$ cat src/rtl/sr_flag_bank_if.sv
// Request/status bundle of the set/reset flag bank.
// The master drives set/reset/clear requests; the slave returns flag state and conflict status.
interface sr_flag_bank_if #(
    parameter int WIDTH = 8
) ();
    localparam int CW = $clog2(WIDTH + 1);

    logic [WIDTH-1:0] s;
    logic [WIDTH-1:0] r;
    logic             clr;
    logic [WIDTH-1:0] q;
    logic [WIDTH-1:0] nq;
    logic [WIDTH-1:0] conflict;
    logic             conflict_any;
    logic [CW-1:0]    count;

    modport master (
        output s, r, clr,
        input  q, nq, conflict, conflict_any, count
    );

    modport slave (
        input  s, r, clr,
        output q, nq, conflict, conflict_any, count
    );
endinterface

$ cat src/rtl/sr_flag_bank.sv
// Bank of independent clocked set/reset flags with selectable conflict resolution,
// optional rising-edge triggering, sticky conflict capture and a registered popcount.
module sr_flag_cell #(
    parameter int MODE   = 0,
    parameter int EDGE   = 0,
    parameter bit INIT_B = 1'b0
) (
    input  logic clk,
    input  logic rst_n,
    input  logic s_i,
    input  logic r_i,
    input  logic clr_i,
    output logic q_o,
    output logic q_d_o,
    output logic conflict_o
);
    logic es, er;
    logic q_q, q_d;
    logic conf_q, conf_d;

    generate
        if (EDGE != 0) begin : g_edge
            logic s_hist_q, r_hist_q;

            // History tracks the raw inputs every edge, clr included, so a level
            // held across a clear does not re-fire once the clear drops.
            always_ff @(posedge clk or negedge rst_n) begin
                if (!rst_n) begin
                    s_hist_q <= 1'b0;
                    r_hist_q <= 1'b0;
                end else begin
                    s_hist_q <= s_i;
                    r_hist_q <= r_i;
                end
            end

            assign es = s_i & ~s_hist_q;
            assign er = r_i & ~r_hist_q;
        end else begin : g_level
            assign es = s_i;
            assign er = r_i;
        end
    endgenerate

    always_comb begin
        q_d    = q_q;
        conf_d = conf_q;
        if (clr_i) begin
            q_d    = INIT_B;
            conf_d = 1'b0;
        end else begin
            unique case ({es, er})
                2'b10: q_d = 1'b1;
                2'b01: q_d = 1'b0;
                2'b11: begin
                    conf_d = 1'b1;
                    case (MODE)
                        0:       q_d = 1'b0;
                        1:       q_d = 1'b1;
                        2:       q_d = ~q_q;
                        default: q_d = q_q;
                    endcase
                end
                default: q_d = q_q;
            endcase
        end
    end

    always_ff @(posedge clk or negedge rst_n) begin
        if (!rst_n) begin
            q_q    <= INIT_B;
            conf_q <= 1'b0;
        end else begin
            q_q    <= q_d;
            conf_q <= conf_d;
        end
    end

    assign q_o        = q_q;
    assign q_d_o      = q_d;
    assign conflict_o = conf_q;
endmodule

module sr_flag_bank #(
    parameter int               WIDTH = 8,
    parameter int               MODE  = 0,
    parameter int               EDGE  = 0,
    parameter logic [WIDTH-1:0] INIT  = {WIDTH{1'b0}}
) (
    input  logic              clk,
    input  logic              rst_n,
    sr_flag_bank_if.slave     bus
);
    localparam int CW = $clog2(WIDTH + 1);

    generate
        if (WIDTH < 1 || WIDTH > 32 || MODE < 0 || MODE > 3 || EDGE < 0 || EDGE > 1) begin : g_bad_param
            $error("sr_flag_bank: illegal WIDTH/MODE/EDGE");
        end
    endgenerate

    function automatic logic [CW-1:0] popcount(input logic [WIDTH-1:0] v);
        logic [CW-1:0] n;
        n = '0;
        for (int i = 0; i < WIDTH; i++) n = n + CW'(v[i]);
        return n;
    endfunction

    logic [WIDTH-1:0] q_vec, q_d_vec, conf_vec;
    logic [CW-1:0]    count_q, count_d;

    generate
        for (genvar i = 0; i < WIDTH; i++) begin : g_ch
            sr_flag_cell #(
                .MODE   (MODE),
                .EDGE   (EDGE),
                .INIT_B (INIT[i])
            ) u_cell (
                .clk        (clk),
                .rst_n      (rst_n),
                .s_i        (bus.s[i]),
                .r_i        (bus.r[i]),
                .clr_i      (bus.clr),
                .q_o        (q_vec[i]),
                .q_d_o      (q_d_vec[i]),
                .conflict_o (conf_vec[i])
            );
        end
    endgenerate

    // Counting the next state keeps count aligned with q on the same edge.
    assign count_d = popcount(q_d_vec);

    always_ff @(posedge clk or negedge rst_n) begin
        if (!rst_n) count_q <= popcount(INIT);
        else        count_q <= count_d;
    end

    assign bus.q            = q_vec;
    assign bus.nq           = ~q_vec;
    assign bus.conflict     = conf_vec;
    assign bus.conflict_any = |conf_vec;
    assign bus.count        = count_q;
endmodule
$ cat src/flat_wrapper.sv
// flat-port wrapper written by rule: the top's interface ports become plain ports
module sr_flag_bank_flat 
#(
    parameter int               WIDTH = 8,
    parameter int               MODE  = 0,
    parameter int               EDGE  = 0,
    parameter logic [WIDTH-1:0] INIT  = {WIDTH{1'b0}}
)
  (clk, rst_n, bus_s, bus_r, bus_clr, bus_q, bus_nq, bus_conflict, bus_conflict_any, bus_count);
  sr_flag_bank_if #(.WIDTH(WIDTH)) bus_i ();
  input  logic clk;
  input  logic rst_n;
  input wire logic [$bits(bus_i.s)-1:0] bus_s;
  input wire logic [$bits(bus_i.r)-1:0] bus_r;
  input wire logic [$bits(bus_i.clr)-1:0] bus_clr;
  output wire logic [$bits(bus_i.q)-1:0] bus_q;
  output wire logic [$bits(bus_i.nq)-1:0] bus_nq;
  output wire logic [$bits(bus_i.conflict)-1:0] bus_conflict;
  output wire logic [$bits(bus_i.conflict_any)-1:0] bus_conflict_any;
  output wire logic [$bits(bus_i.count)-1:0] bus_count;
  assign bus_i.s = bus_s;
  assign bus_i.r = bus_r;
  assign bus_i.clr = bus_clr;
  assign bus_q = bus_i.q;
  assign bus_nq = bus_i.nq;
  assign bus_conflict = bus_i.conflict;
  assign bus_conflict_any = bus_i.conflict_any;
  assign bus_count = bus_i.count;
  sr_flag_bank #(.WIDTH(WIDTH), .MODE(MODE), .EDGE(EDGE), .INIT(INIT)) u_core (.clk(clk), .rst_n(rst_n), .bus(bus_i));
endmodule
$ cat config.mk
export PLATFORM = sky130hd
export DESIGN_NAME = sr_flag_bank_flat
export DESIGN_NICKNAME = d
export VERILOG_FILES = /design/src/rtl/sr_flag_bank_if.sv /design/src/rtl/sr_flag_bank.sv /design/src/flat_wrapper.sv
export SDC_FILE = /design/constraint.sdc
export NUM_CORES = 1
export LEC_CHECK = 0
export CORE_ASPECT_RATIO = 0.8
export CORE_MARGIN = 2
export CORE_UTILIZATION = 40
export DETAILED_ROUTE_END_ITERATION = 10
export GPL_TIMING_DRIVEN = 0
export PLACE_DENSITY = 0.82
export SLEW_MARGIN = 0
export SYNTH_ARGS = -nofsm -noshare
export SYNTH_HDL_FRONTEND = slang
export SYNTH_SLANG_ARGS = --single-unit
$ cat constraint.sdc
create_clock -name clk -period 3.95 [get_ports clk]
set_input_delay 1.185 -clock clk [delete_from_list [all_inputs] [get_ports clk]]
set_output_delay 1.185 -clock clk [all_outputs]
set_load 0.005 [all_outputs]
==> flow_metrics.tcl, run 1 <==
# metrics dict for downstream scripts
set metrics [dict create \
    status "finished clean" \
    syn_avg_cell_area_um2 10.2 \
    vias_per_cell 4.48 \
    ys.warnings.count 0 \
    pwr-share-comb 0.245 \
    ctsResizeCount 6 \
    end_kind "register" \
    tns_ns 0 \
    first_iter_violations 30 \
    cp_cell_sequence "dlygate4sd2_1 > nor2_2 > nor3_4 > ha_1 > inv_1 > fa_1 > inv_1 > fa_1 > inv_1 > fa_2 > fa_2 > inv_1" \
    drcViolationCount 0 \
    critPathTopFamily "adder cells" \
    finalSetupViolations 0 \
    ys_cells 103 \
    fillers 213 \
    crit_end "u_core.bus.count[1]" \
    cts_sinks 20 \
    grt_max_degree 21 \
    worstSetupPathDepth 12 \
    grt_pass1_vias 920 \
    slowest_delay_ns 0.53 \
    vdd_drop_max_v 0.000280 \
    rrSetupSlack_ns 0.87 \
    worst_slew_pin_slew_ns 0.899 \
]
[run 1: flip-flops by register name, indices dropped and copies added (netlist names)]
signal                         cells
u_core.g_ch.u_cell.conflict_o      8
u_core.bus.count                   4
u_core.g_ch.u_cell.q_o             8
[run 1: final cells by class]
cell class	count	area, um^2	share of cell area
clock inverter	1	30.0	0.0185
buffer	18	143	0.0878
inverter	16	60.1	0.0370
multi-input combinational	49	350	0.216
clock buffer	3	22.5	0.0139
timing repair buffer	48	474	0.292
sequential	20	500	0.308
tap	36	45.0	0.0277
[run 1: cell usage after synthesis, drive strengths merged (2+ instances only)]
library cell and instances:
inv 16, nor4 2, dfrtp 20, a21oi 8, o21a 5, ha 3, buf 18, fa 4
o21ai 4, nor3 4, nor2 16
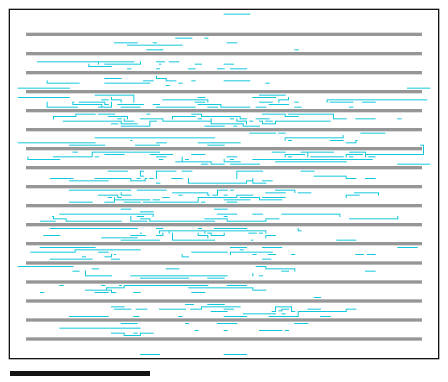
(run_1/layer_met1.png)
Bar = 20 um. Supply wires on this layer in gray.
wire length on this layer: 1020 um
longest straight run: 17.0 um
grt met1 use: 0.224
via count: 855

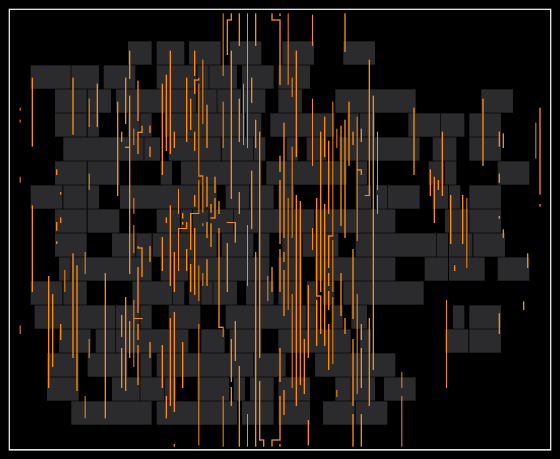
(run_1/layer_met2.png)
Cells faint in the background.
main direction: vertical
share of all routed wire: 49%
met2 GRT Util: 0.314
Post-Route WL: 2350 um

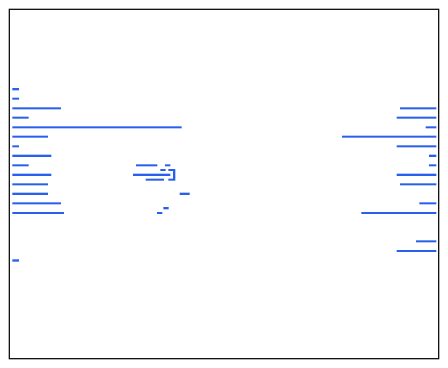
(run_1/layer_met3.png)
share of all routed wire: 6.5%
nets with wire on the layer: 34
longest straight run: 23.9 um
wire length on this layer: 153 um
main direction: horizontal
M3 GR Usage: 0.0420

## Run 2: what changed since run 1
--- a/config.mk
+++ b/config.mk
@@ -5,13 +5,14 @@
 export SDC_FILE = /design/constraint.sdc
 export NUM_CORES = 1
 export LEC_CHECK = 0
+export ABC_AREA = 0
 export CORE_ASPECT_RATIO = 0.8
 export CORE_MARGIN = 2
 export CORE_UTILIZATION = 40
 export DETAILED_ROUTE_END_ITERATION = 10
 export GPL_TIMING_DRIVEN = 0
 export PLACE_DENSITY = 0.82
-export SLEW_MARGIN = 0
+export SLEW_MARGIN = 20
 export SYNTH_ARGS = -nofsm -noshare
 export SYNTH_HDL_FRONTEND = slang
 export SYNTH_SLANG_ARGS = --single-unit
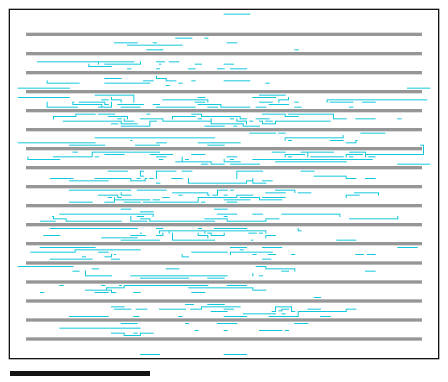
(run_2/layer_met1.png)
Bar = 20 um. Supply wires on this layer in gray.
share of all routed wire: 43%
wire length on this layer: 1020 um
longest straight run: 17.0 um

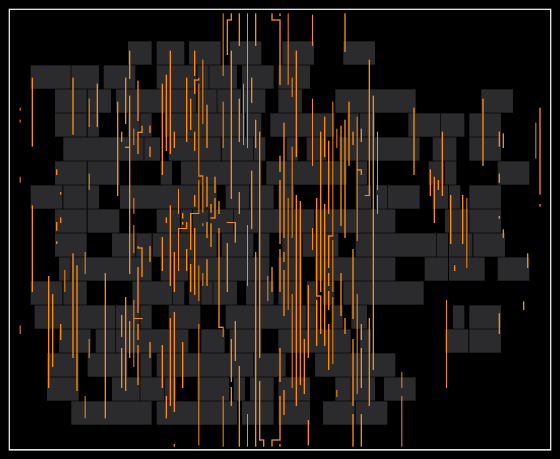
(run_2/layer_met2.png)
Cells faint in the background.
longest straight run: 30.9 um
share of all routed wire: 49%
wire length on this layer: 1160 um

==> run 2 against run 1 <==
Against the previous run:
- critical path depth did not move
- via count unchanged
- sequential cell count unchanged
- sequential share of layout area unchanged
- utilization did not move
==> flow_metrics.tcl, run 2 <==
# metrics dict for downstream scripts
set metrics [dict create \
    ys_cells 103 \
    vias_per_cell 4.48 \
    fillers 213 \
    cts_tree "yes" \
    logic_area_um2 350 \
    end_kind "register" \
    synth.most_common_cell "dfrtp_1" \
    vias 855 \
    reg2reg_depth 11 \
    pwr-share-comb 0.245 \
    slowest_delay_ns 0.53 \
    flop_cell "dfrtp_1" \
    cts_sinks 20 \
    first_iter_violations 30 \
    cp_cell_sequence "dlygate4sd2_1 > nor2_2 > nor3_4 > ha_1 > inv_1 > fa_1 > inv_1 > fa_1 > inv_1 > fa_2 > fa_2 > inv_1" \
    drcViolationCount 0 \
    synth.distinct_cells 17 \
    wirelength_um 2350 \
    clk_pin_slew_ns 0.12 \
    critPathRequiredTime_ns 4.16 \
    vdd_drop_max_v 0.000280 \
    topCellsByArea "dfrtp_1, buf_4, fa_1" \
    rrSetupSlack_ns 0.87 \
    cts.htree.levels 1 \
    finalSetupViolations 0 \
    grt_pass1_wl_um 4090 \
    critPathTopFamily "adder cells" \
    register_area_um2 500 \
    status "finished clean" \
    crit_end "u_core.bus.count[1]" \
    worst_slew_pin_slew_ns 0.899 \
    worstSetupPathDepth 12 \
    lay_top_count "clkdlybuf4s50_1" \
    synth.logic.top_family "buffers and inverters" \
    common_cells "dfrtp_1, buf_4, inv_1, nor2_1, a21oi_1" \
    setup_ws_ns 0.131 \
    comb-power_mw 0.129 \
    area_delta_synth_final_pct 55.4 \
    worst_setup_path_start_kind "input pin" \
]
run 2: what timing repair did:
action / 4_1_cts / 5_1_grt
setup endpoints to repair: 2 / 2
setup buffers: 1 / 1
cloned: 0 / 0
gates resized: 6 / 1
pin swaps: 4 / 1
run 2: area by class of cell:
| type | count | area share |
|---|---|---|
| Sequential cell | 20 | 0.308 |
| Timing Repair Buffer | 48 | 0.292 |
| Multi-Input combinational cell | 49 | 0.216 |
| Buffer | 18 | 0.0878 |
| Inverter | 16 | 0.0370 |
| Tap cell | 36 | 0.0277 |
| Clock inverter | 1 | 0.0185 |
| Clock buffer | 3 | 0.0139 |
run 2: routing by layer:
layer	share of wire	track usage	vias up
met5	0	0	-
met1	0.43	0.224	398
li1	-	-	410
met3	0.065	0.0420	6
met2	0.49	0.314	41
met4	0.0089	0.0435	0
Power figures rest on the tool's default switching activity, not on a simulated workload.
